### config.mk
export PLATFORM = sky130hd
export DESIGN_NAME = pattern_writer
export DESIGN_NICKNAME = d
export VERILOG_FILES = /design/src/rtl/pattern_writer.sv
export SDC_FILE = /design/constraint.sdc
export NUM_CORES = 1
export LEC_CHECK = 0
export CAP_MARGIN = 20
export CORE_ASPECT_RATIO = 1.5
export CORE_MARGIN = 5
export CORE_UTILIZATION = 40
export CTS_CLUSTER_DIAMETER = 80
export CTS_CLUSTER_SIZE = 28
export DETAILED_ROUTE_END_ITERATION = 10
export GPL_TIMING_DRIVEN = 0
export PLACE_DENSITY = 0.64
export SYNTH_ARGS = -nofsm -noshare
export SYNTH_HDL_FRONTEND = slang
export SYNTH_SLANG_ARGS = --single-unit
export TNS_END_PERCENT = 1
### constraint.sdc
create_clock -name CLK_50 -period 6.7 [get_ports CLK_50]
set_input_delay 1.005 -clock CLK_50 [delete_from_list [all_inputs] [get_ports CLK_50]]
set_output_delay 1.005 -clock CLK_50 [all_outputs]
set_load 0.03 [all_outputs]
### src/rtl/pattern_writer.sv
// Button-driven frame editor that commits frames to the pattern RAM write port and can zero-fill it.
// Latency: wren 2 cycles after the commit press is first sampled; backpressure: none, the RAM always accepts.
module pattern_writer #(
    parameter int ADDR_W = 10,
    parameter int DATA_W = 10
) (
    input  logic              CLK_50,
    input  logic              reset,
    input  logic              btn_next_n,
    input  logic              btn_toggle_n,
    input  logic              btn_commit_n,
    input  logic              btn_clear_n,
    output logic [ADDR_W-1:0] wr_addr,
    output logic [DATA_W-1:0] wr_data,
    output logic              wren,
    output logic [DATA_W-1:0] frame,
    output logic [3:0]        cursor,
    output logic [ADDR_W:0]   frame_count,
    output logic              busy
);

    typedef enum logic [1:0] {
        EDIT  = 2'd0,
        WRITE = 2'd1,
        CLEAR = 2'd2
    } state_t;

    localparam logic [ADDR_W:0]   CNT_MAX    = {1'b1, {ADDR_W{1'b0}}};
    localparam logic [3:0]        CURSOR_MAX = 4'(DATA_W - 1);
    localparam logic [DATA_W-1:0] ONE        = DATA_W'(1);

    state_t            state;
    logic [3:0]        btn_hist;
    logic [3:0]        btn_ev;
    logic [ADDR_W-1:0] wr_ptr;
    logic [ADDR_W-1:0] sweep_addr;
    logic [3:0]        btn_now;

    // Bit order {clear, commit, toggle, next}; levels are active-low.
    assign btn_now = {btn_clear_n, btn_commit_n, btn_toggle_n, btn_next_n};

    always_ff @(posedge CLK_50 or posedge reset) begin
        if (reset) begin
            state       <= EDIT;
            btn_hist    <= 4'hF;
            btn_ev      <= 4'h0;
            wr_ptr      <= '0;
            sweep_addr  <= '0;
            wr_addr     <= '0;
            wr_data     <= '0;
            wren        <= 1'b0;
            frame       <= '0;
            cursor      <= 4'd0;
            frame_count <= '0;
            busy        <= 1'b0;
        end else begin
            btn_hist <= btn_now;
            // Presses landing inside a sweep are discarded, including on its final cycle.
            btn_ev   <= (state == CLEAR) ? 4'h0 : (btn_hist & ~btn_now);

            case (state)
                EDIT: begin
                    wren <= 1'b0;
                    busy <= 1'b0;
                    if (btn_ev[3]) begin
                        state      <= CLEAR;
                        sweep_addr <= '0;
                    end else if (btn_ev[2]) begin
                        state <= WRITE;
                    end else if (btn_ev[1]) begin
                        frame <= frame ^ (ONE << cursor);
                    end else if (btn_ev[0]) begin
                        cursor <= (cursor == CURSOR_MAX) ? 4'd0 : cursor + 4'd1;
                    end
                end
                WRITE: begin
                    wren    <= 1'b1;
                    wr_addr <= wr_ptr;
                    wr_data <= frame;
                    wr_ptr  <= wr_ptr + 1'b1;
                    if (frame_count != CNT_MAX) begin
                        frame_count <= frame_count + 1'b1;
                    end
                    state <= EDIT;
                end
                CLEAR: begin
                    busy       <= 1'b1;
                    wren       <= 1'b1;
                    wr_addr    <= sweep_addr;
                    wr_data    <= '0;
                    sweep_addr <= sweep_addr + 1'b1;
                    if (&sweep_addr) begin
                        state       <= EDIT;
                        wr_ptr      <= '0;
                        frame_count <= '0;
                        frame       <= '0;
                        cursor      <= 4'd0;
                    end
                end
                default: state <= EDIT;
            endcase
        end
    end

endmodule

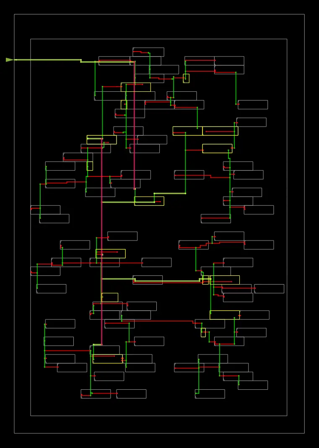
**Above:** run 1 (clock routing).
Clock Skew: 7.12 ps
Clock Power: 0.478 mW

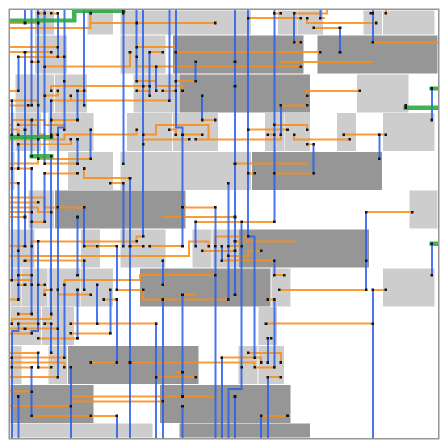
**Above:** run 1 (layout detail).
Window x 53 to 83, y 18 to 48 um. Cells in grey, sequential cells in the stronger grey; small squares are vias.
M1: in orange. M3: in green. M2: in blue.
Netlist names of flops here include `frame` (6), `wr_data` (4). Sequential cells in the window: 10. Most frequent: dfrtp_1 (10). 51 logic cells have their middle in the window.

==> deck_impl_summary.md, run 1 <==
Implementation Results

Outcome
  – Outcome: finished, final reports clean

Setup path
  – CP max stage delay: 740 ps
  – Critical path buffers and inverters: 1
  – R2R depth: 7
  – Critical-path cell list: clkdlybuf4s50_1
  – Worst EP arrival: 1600 ps
  – Worst setup path end: cursor[3]

Detailed routing
  – Routed met3 length: 275 um
  – Drt drc: 0
  – Antenna viol nets, final: 0

STA
  – Tmin final: 2600 ps
  – Worst Max-Slew Pin Slew: 810 ps
  – Final Hold Fails: 0

Pwr
  – Top power group: combinational cells
  – Pwr Density: 427 nW/um^2
  – Combinational power share: 43.7%

Synthesis
  – Ys Warns: 0
  – Synthesized area: 3840 um^2
  – Yosys stat area: 3840 um^2
  – Dominant cell area share: 47.5%
  – Synth Register Bits: 77

Cells and area
  – Flip-flops: 77
  – Comb area share: 36.4%
  – Comb_multi_in: 261
  – Logic area: 1760 um^2
  – FF+latch area: 1930 um^2

Floorplan
  – Die Ht: 130 um
  – Row cnt: 43
  – Tap cells: 112

Hold path
  – Hold path startpoint: busy$_DFFE_PP0P_
  – Hold Path Sink: busy$_DFFE_PP0P_

Place
  – RD Place Congestion: 0.810

Clocking
  – Root buffer cell: clkbuf_16

Global route
  – Met2 Usage GRT: 27.2%
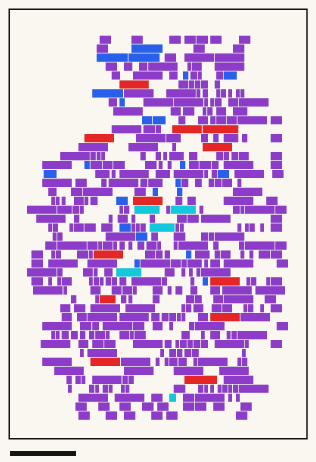
**Above:** run 1 (cell sizes after repair).
Bar = 20 um.
x3 and x4: in cyan, cells 5, share 1.1%, most used o31ai_4. x6 and larger: in red, cells 12, share 2.7%, most used clkbuf_16. x2: in blue, cells 22, share 4.9%, most used buf_2. x1 and smaller: in purple, cells 408, share 91%, most used dfrtp_1.

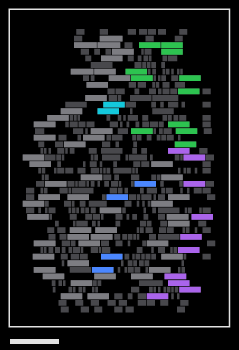
**Above:** run 1 (where the registers sit).
Bar = 20 um.
`wr_data`: in purple, sequential cells 10. `cursor`: in blue, sequential cells 4. `frame_count`: in green, sequential cells 11, where top right. `state`: in cyan, sequential cells 2.

**Run 1: clock wires, drivers and flops**

Bar = 20 um.
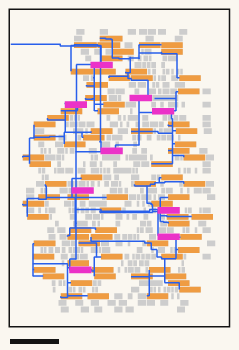

## Run 2: what changed since run 1
PLACE_DENSITY = 0.67   (was 0.64)
clock period = 2.23 ns   (was 6.7 ns; I/O delays follow)
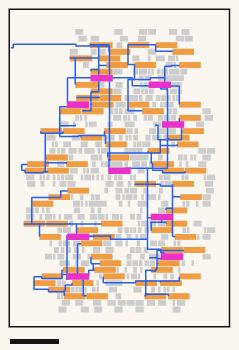
**Above:** run 2 (clock wires, drivers and flops).
Bar = 20 um.
clock-net drivers: in magenta, count 9. flip-flops: in orange, count 77. clock wires: in blue, length 999 um.
Position of the flops: all over the die. There are 10 routed clock nets.

==> run 2 against run 1 <==
Sequential power rose to 3.0 times the previous value. Clock power rose to 3.0 times the previous value. Routed wire length rose by 2.6%. Worst setup slack got worse by 3900 ps. Sequential cell count is the same. Critical endpoint is now frame_count[0]$_DFFE_PP0P_. Highest routed layer unchanged. First-iteration DRC count up 9.5%.
==> deck_impl_summary.md, run 2 <==
Implementation Results

Pwr
  – Combinational power share: 44.1% (was 43.7%)
  – Pwr Density: 1290 nW/um^2 (was 427 nW/um^2)
  – Top power group: combinational cells (unchanged)

Clocking
  – Root buffer cell: clkbuf_16 (unchanged)

Setup path
  – Critical-path cell list: inv_1 > ha_1 > clkbuf_2 > nand3_1 > o31ai_4 > nand2_2 > mux2_2 (was clkdlybuf4s50_1)
  – CP max stage delay: 400 ps (was 740 ps)
  – R2R depth: 7 (unchanged)
  – Worst setup path end: frame_count[0]$_DFFE_PP0P_ (was cursor[3])
  – Critical path buffers and inverters: 2 (was 1)
  – Worst EP arrival: 2270 ps (was 1600 ps)

Detailed routing
  – Routed met3 length: 323 um (was 275 um)
  – Drt drc: 0 (unchanged)
  – Antenna viol nets, final: 0 (unchanged)
  – M1 WL: 3720 um (was 3670 um)

Floorplan
  – Row cnt: 43 (unchanged)
  – Die Ht: 130 um (unchanged)
  – Tap cells: 112 (unchanged)

Cells and area
  – Comb_multi_in: 261 (unchanged)
  – FF+latch area: 1930 um^2 (unchanged)
  – Comb area share: 36.5% (was 36.4%)

STA
  – Worst Max-Slew Pin Slew: 806 ps (was 810 ps)
  – Final Hold Fails: 0 (unchanged)

Synthesis
  – Synth Register Bits: 77 (unchanged)
  – Ys Warns: 0 (unchanged)
  – Dominant cell area share: 47.5% (unchanged)
  – Yosys stat area: 3840 um^2 (unchanged)
  – And+or+nand+nor area frac: 17.8% (unchanged)

Hold path
  – Hold path startpoint: btn_next_n (was busy$_DFFE_PP0P_)
  – Hold Path Sink: btn_hist[0]$_DFF_PP1_ (was busy$_DFFE_PP0P_)

Place
  – RD Place Congestion: 0.838 (was 0.810)

Outcome
  – Outcome: finished, final reports clean (unchanged)

Global route
  – Met2 Usage GRT: 28.4% (was 27.2%)
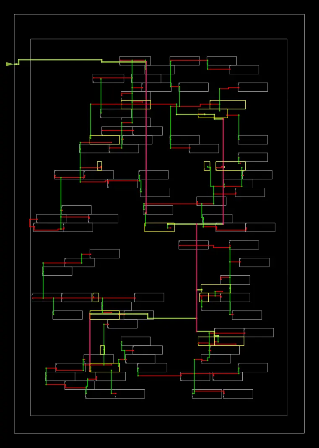
**Above:** run 2 (clock routing).
flip-flops: 77
Late-Pin Clk Latency: 340 ps
Clock Skew: 8.41 ps
TritonCTS buffer count: 9
Clock Power: 1.44 mW

**Run 2: where the registers sit**

Bar = 20 um.
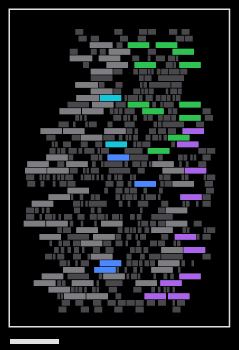

## Run 3: what changed since run 2
MAX_ROUTING_LAYER = met4   (was not set)
PLACE_DENSITY = 0.64   (was 0.67)
clock period = 2.05 ns   (was 2.23 ns; I/O delays follow)
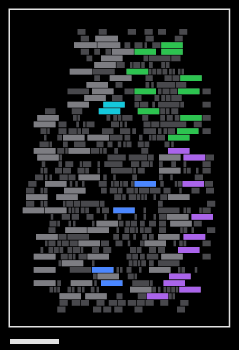
**Above:** run 3 (where the registers sit).
Bar = 20 um.
`wr_data`: in purple, sequential cells 10. `state`: in cyan, sequential cells 2. `frame_count`: in green, sequential cells 11, where top right. `cursor`: in blue, sequential cells 4.
Another 50 sequential cells are not coloured.

==> run 3 against run 2 <==
Final cell count did not move. Routed wire length barely moved. Global-route usage rose by 0.72 points. Sequential power rose by 9%. Largest cell class unchanged. Register-to-register slack got worse by 110 ps. Critical path type unchanged. Clock power rose by about 10%. Area after synthesis did not move. Cell area rose by 0.75%.
==> deck_impl_summary.md, run 3 <==
Implementation Results

Pwr
  – Pwr Density: 1410 nW/um^2 (was 1290 nW/um^2)
  – Clock Power: 1.60 mW (was 1.44 mW)
  – Top power group: combinational cells (unchanged)
  – Combinational power share: 44.3% (was 44.1%)

Synthesis
  – And+or+nand+nor area frac: 17.8% (unchanged)
  – Synth Register Bits: 77 (unchanged)
  – Yosys stat area: 3840 um^2 (unchanged)
  – Ys Warns: 0 (unchanged)
  – Synthesized area: 3840 um^2 (unchanged)
  – Dominant cell area share: 47.5% (unchanged)

Outcome
  – Outcome: finished, final reports clean (unchanged)

Place
  – RD Place Congestion: 0.827 (was 0.838)

Cells and area
  – FF+latch area: 1930 um^2 (unchanged)
  – Logic area: 1790 um^2 (was 1770 um^2)
  – Comb area share: 36.7% (was 36.5%)

Detailed routing
  – M1 WL: 3660 um (was 3720 um)
  – Routed met3 length: 355 um (was 323 um)
  – Antenna viol nets, final: 0 (unchanged)
  – Drt drc: 0 (unchanged)

Hold path
  – Hold Path Sink: btn_hist[1]$_DFF_PP1_ (was btn_hist[0]$_DFF_PP1_)
  – Hold path startpoint: btn_toggle_n (was btn_next_n)

Clocking
  – Late-Pin Clk Latency: 340 ps (about the same)
  – Root buffer cell: clkbuf_16 (unchanged)

STA
  – Final Hold Fails: 0 (unchanged)
  – Worst Max-Slew Pin Slew: 822 ps (was 806 ps)

Setup path
  – Critical path buffers and inverters: 3 (was 2)
  – Worst EP arrival: 2200 ps (was 2270 ps)
  – Worst setup path end: wr_ptr[0]$_DFFE_PP0P_ (was frame_count[0]$_DFFE_PP0P_)

Floorplan
  – Die Ht: 130 um (unchanged)

Global route
  – Met2 Usage GRT: 27.8% (was 28.4%)
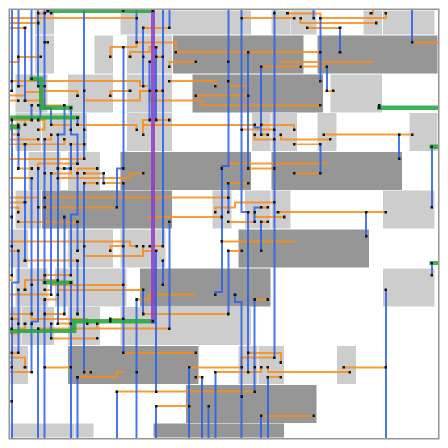
**Above:** run 3 (layout detail).
Window x 53 to 83, y 18 to 48 um. Cells in grey, sequential cells in the stronger grey; small squares are vias.
M1: in orange. M3: in green. M2: in blue. M4: in purple.
Netlist names of flops here include `frame` (6), `wr_data` (4). Sequential cells in the window: 10. Most frequent: dfrtp_1 (10). 51 logic cells have their middle in the window.

Power and IR drop assume default switching activity.
